[src/rtl/seq_array_multiplier.sv]
`default_nettype none
// ============================================================================
// Module      : seq_array_multiplier
// Description : Iterative shift-add multiplier, WIDTH x WIDTH -> 2*WIDTH.
//               Per-operation signed (two's-complement) or unsigned mode.
//               Valid/ready handshake on input and output. One partial
//               product is accumulated per clock. Latency and throughput are
//               fixed and do not depend on the operand values.
// Ports       : clk        - clock, rising edge
//               rst        - synchronous active-high reset
//               in_valid   - operands/mode valid
//               in_ready   - block idle and able to accept operands
//               in_m       - multiplicand
//               in_q       - multiplier
//               in_signed  - 1 = two's-complement operands, 0 = unsigned
//               out_valid  - product valid
//               out_ready  - consumer accepts product
//               out_p      - product, 2*WIDTH bits
//               busy       - an operation is in progress
// Revision    : 1.0 - initial release
// ============================================================================
module seq_array_multiplier #(
    parameter int WIDTH = 8
) (
    input  logic               clk,
    input  logic               rst,
    input  logic               in_valid,
    output logic               in_ready,
    input  logic [WIDTH-1:0]   in_m,
    input  logic [WIDTH-1:0]   in_q,
    input  logic               in_signed,
    output logic               out_valid,
    input  logic               out_ready,
    output logic [2*WIDTH-1:0] out_p,
    output logic               busy
);

    localparam int               c_CNT_W = (WIDTH > 2) ? $clog2(WIDTH) : 1;
    localparam logic [c_CNT_W-1:0] c_LAST = c_CNT_W'(WIDTH - 1);

    typedef enum logic [1:0] {
        S_IDLE = 2'd0,
        S_RUN  = 2'd1,
        S_FIX  = 2'd2,
        S_DONE = 2'd3
    } state_t;

    state_t r_state;
    state_t w_state_next;

    logic [2*WIDTH-1:0] r_mcand;   // |m| shifted left by the iteration count
    logic [WIDTH-1:0]   r_mplier;  // |q| shifted right; bit 0 is the bit under test
    logic [2*WIDTH-1:0] r_acc;
    logic [c_CNT_W-1:0] r_cnt;
    logic               r_neg;
    logic [2*WIDTH-1:0] r_prod;

    logic               w_accept;
    logic [WIDTH-1:0]   w_m_mag;
    logic [WIDTH-1:0]   w_q_mag;
    logic [2*WIDTH-1:0] w_acc_next;

    assign w_accept = in_valid && (r_state == S_IDLE);

    // Magnitude of the most-negative value wraps to 2^(WIDTH-1), which is
    // exactly right when the result is read as an unsigned WIDTH-bit value.
    assign w_m_mag = (in_signed && in_m[WIDTH-1]) ? (-in_m) : in_m;
    assign w_q_mag = (in_signed && in_q[WIDTH-1]) ? (-in_q) : in_q;

    assign w_acc_next = r_mplier[0] ? (r_acc + r_mcand) : r_acc;

    // ------------------------------------------------------------------
    // State register
    // ------------------------------------------------------------------
    always_ff @(posedge clk) begin
        if (rst) begin
            r_state <= S_IDLE;
        end else begin
            r_state <= w_state_next;
        end
    end

    // ------------------------------------------------------------------
    // Next-state logic
    // ------------------------------------------------------------------
    always_comb begin
        w_state_next = r_state;
        case (r_state)
            S_IDLE: if (in_valid)          w_state_next = S_RUN;
            S_RUN:  if (r_cnt == c_LAST)   w_state_next = S_FIX;
            S_FIX:                         w_state_next = S_DONE;
            S_DONE: if (out_ready)         w_state_next = S_IDLE;
            default:                       w_state_next = S_IDLE;
        endcase
    end

    // ------------------------------------------------------------------
    // Datapath
    // ------------------------------------------------------------------
    always_ff @(posedge clk) begin
        if (rst) begin
            r_mcand  <= '0;
            r_mplier <= '0;
            r_acc    <= '0;
            r_cnt    <= '0;
            r_neg    <= 1'b0;
            r_prod   <= '0;
        end else begin
            case (r_state)
                S_IDLE: begin
                    if (w_accept) begin
                        r_mcand  <= {{WIDTH{1'b0}}, w_m_mag};
                        r_mplier <= w_q_mag;
                        r_neg    <= in_signed && (in_m[WIDTH-1] ^ in_q[WIDTH-1]);
                        r_acc    <= '0;
                        r_cnt    <= '0;
                    end
                end
                S_RUN: begin
                    r_acc    <= w_acc_next;
                    r_mcand  <= r_mcand << 1;
                    r_mplier <= r_mplier >> 1;
                    r_cnt    <= (r_cnt == c_LAST) ? '0 : r_cnt + 1'b1;
                end
                S_FIX: begin
                    // Negating zero yields zero, so no -0 special case.
                    r_prod <= r_neg ? (-r_acc) : r_acc;
                end
                default: ;
            endcase
        end
    end

    assign in_ready  = (r_state == S_IDLE);
    assign out_valid = (r_state == S_DONE);
    assign busy      = (r_state != S_IDLE);
    assign out_p     = r_prod;

endmodule
`default_nettype wire

[config.mk]
export PLATFORM = sky130hd
export DESIGN_NAME = seq_array_multiplier
export DESIGN_NICKNAME = d
export VERILOG_FILES = /design/src/rtl/seq_array_multiplier.sv
export SDC_FILE = /design/constraint.sdc
export NUM_CORES = 1
export LEC_CHECK = 0
export ABC_AREA = 0
export CAP_MARGIN = 5
export CORE_ASPECT_RATIO = 1.1
export CORE_MARGIN = 8
export CORE_UTILIZATION = 25
export DETAILED_ROUTE_END_ITERATION = 7
export PLACE_DENSITY = 0.41
export SETUP_SLACK_MARGIN = 0.15
export SLEW_MARGIN = 40
export SYNTH_ARGS = -nofsm -noshare
export SYNTH_HDL_FRONTEND = slang
export SYNTH_SLANG_ARGS = --single-unit
[constraint.sdc]
create_clock -name clk -period 2.1 [get_ports clk]
set_input_delay 0.21 -clock clk [delete_from_list [all_inputs] [get_ports clk]]
set_output_delay 0.21 -clock clk [all_outputs]
set_load 0.03 [all_outputs]
port_trees.png
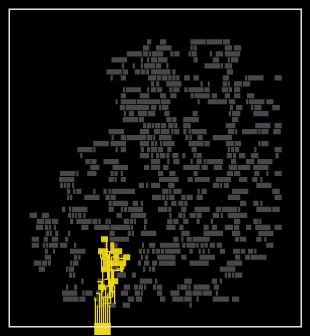
[yellow] `in_m` | direction: input | edge: bottom | end cells: 19 | buffers: 10 | wire: 314 µm

gates.png
Bar = 50 µm.
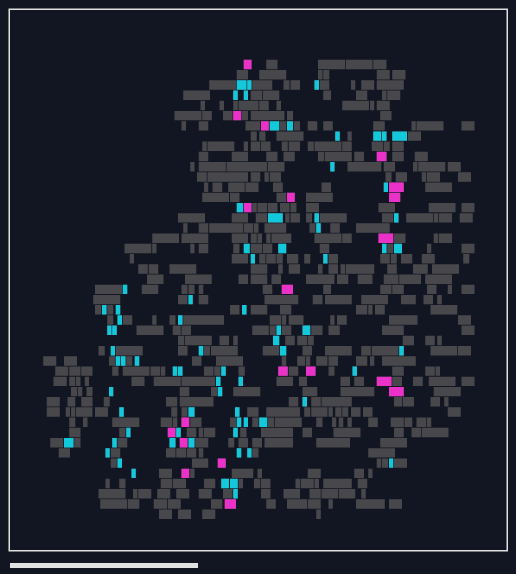
[cyan] nand cells | cells: 74
[magenta] and/or cells | cells: 20

placed.png
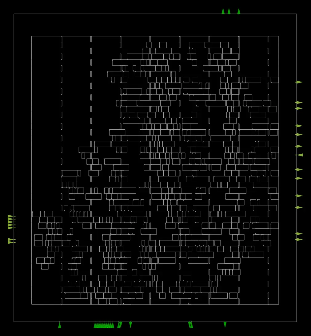
fillers: 1495
fin cells: 745
Core ar.: 14450 µm²

util_map.png
The die is cut into 13 by 14 equal tiles; black is low, pale yellow is high, 0 to 100% covered.
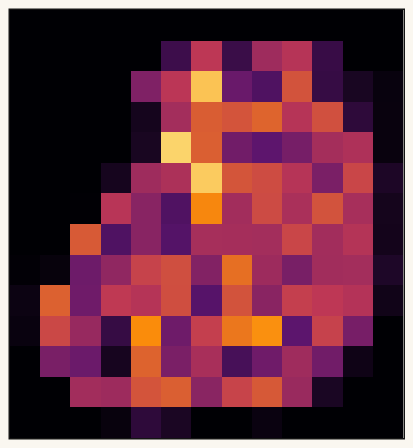
emptiest ninth of the die: upper left
mean over tiles: 26%
fullest tile: 91%
tiles over 75% full: 2.7%
nearly empty tiles: 31%
densest ninth of the die: center
Initial Util: 25.66%
final core utilization: 35.96%

==> flow_metrics.env <==
# implementation run metrics
export IMPL_reg2reg_slack_ns=-0.16
export IMPL_routed_via_density=4.593
export IMPL_cts_root_buf="clkbuf_16"
export IMPL_met3_usage_pct=2.689
export IMPL_path_clk_slew_ns=0.06
export IMPL_fin_ws_ns=-0.1559
export IMPL_criticalPathCategory="reg -> reg"
export IMPL_fin_crit_ns=2.256
export IMPL_regArea_um2=1251
export IMPL_slowest_delay_ns=0.35
export IMPL_peakVddDrop_mv=0.4370
export IMPL_ys_top_logic_family="AND-OR/OR-AND gates"
export IMPL_xor_share_pct=8.032
export IMPL_port_buffers=39
export IMPL_edf_count=0
export IMPL_dieArea_um2=18990
export IMPL_postCtsSetupRepairBufs=3
export IMPL_use_met1_pct=12.50
export IMPL_dpl_cell_count=723
export IMPL_synth_cell_types=60
export IMPL_place_ws_ns=-0.2170
export IMPL_hold_viol=0
export IMPL_syn_nets=501
export IMPL_max_freq_ghz=0.4433
export IMPL_crit_start="r_acc[0]$_SDFFE_PP0P_"
export IMPL_first_global_vias=3492
export IMPL_worst_pin_slew_ns=0.5658
export IMPL_syn_area_per_cell_um2=8.148
export IMPL_first_pass_iters=4
export IMPL_cts_made_buffers=9
export IMPL_hold_ws_ns=0.3548
export IMPL_worstReg2RegStart="r_acc[0]$_SDFFE_PP0P_"
export IMPL_comb_power_uw=2140
export IMPL_p_leak_uw=0.002075
export IMPL_p_sw_uw=1962
export IMPL_synth_seq_share_pct=33.48
export IMPL_die_w_um=132.1
export IMPL_cts_sinks=62
export IMPL_detail_route_antenna_nets=0
export IMPL_cts_tree="built"
export IMPL_route_met2_wl_mm=4.855
export IMPL_powerDensity_nw_per_um2=1042
export IMPL_crit_path_end="r_acc[10]$_SDFFE_PP0P_"
export IMPL_compound_area_share_pct=21.33
export IMPL_yosys_mux_area_fraction_pct=4.050
export IMPL_yosys_warnings=0
export IMPL_signal_buffers=100
export IMPL_clock_area_share_pct=6.527
export IMPL_antenna_cells=0
export IMPL_min_path_type="in -> reg"
export IMPL_crit_slowest_cell="dfxtp_4"
export IMPL_seq_share_pct=24.08
export IMPL_wl_met3_um=336
export IMPL_most_common_cell="dfxtp_1"
export IMPL_setup_viol=1
export IMPL_use_met2_pct=19.27
export IMPL_crit_chain="ha_4, inv_2, fa_2, and2b_1, o211ai_1, a21boi_2, o21bai_1, a311oi_2, or3_1, a32o_1"
export IMPL_mostFrequentLayoutCells="nor2_1, dfxtp_1, buf_4"
export IMPL_busiest_layer="met2"
export IMPL_synth_area_um2=3707
export IMPL_wl_met1_mm=4.684
export IMPL_ys_cells=455
export IMPL_worst_path_stages=10
export IMPL_cp_arrival_ns=2.48
export IMPL_violations="setup timing"
export IMPL_status="finished with violations"
export IMPL_ios=40
export IMPL_end_kind="register"
export IMPL_p_total_uw=5415
export IMPL_ys_area_um2=3707
export IMPL_nClkBuffers=10
export IMPL_sequentialPowerShare_pct=28.7
export IMPL_highest_layer="met4"
export IMPL_nNetsFinal=594
export IMPL_crit_required_ns=2.33
export IMPL_synth_top_cell_area_share_pct=33.48
export IMPL_nWellTaps=192
export IMPL_ys_sh_simple_pct=20.08
export IMPL_fin_skew_ns=0.005260
export IMPL_tool_warnings=32
export IMPL_grt_max_degree=30
export IMPL_slew_headroom_pct=62.28
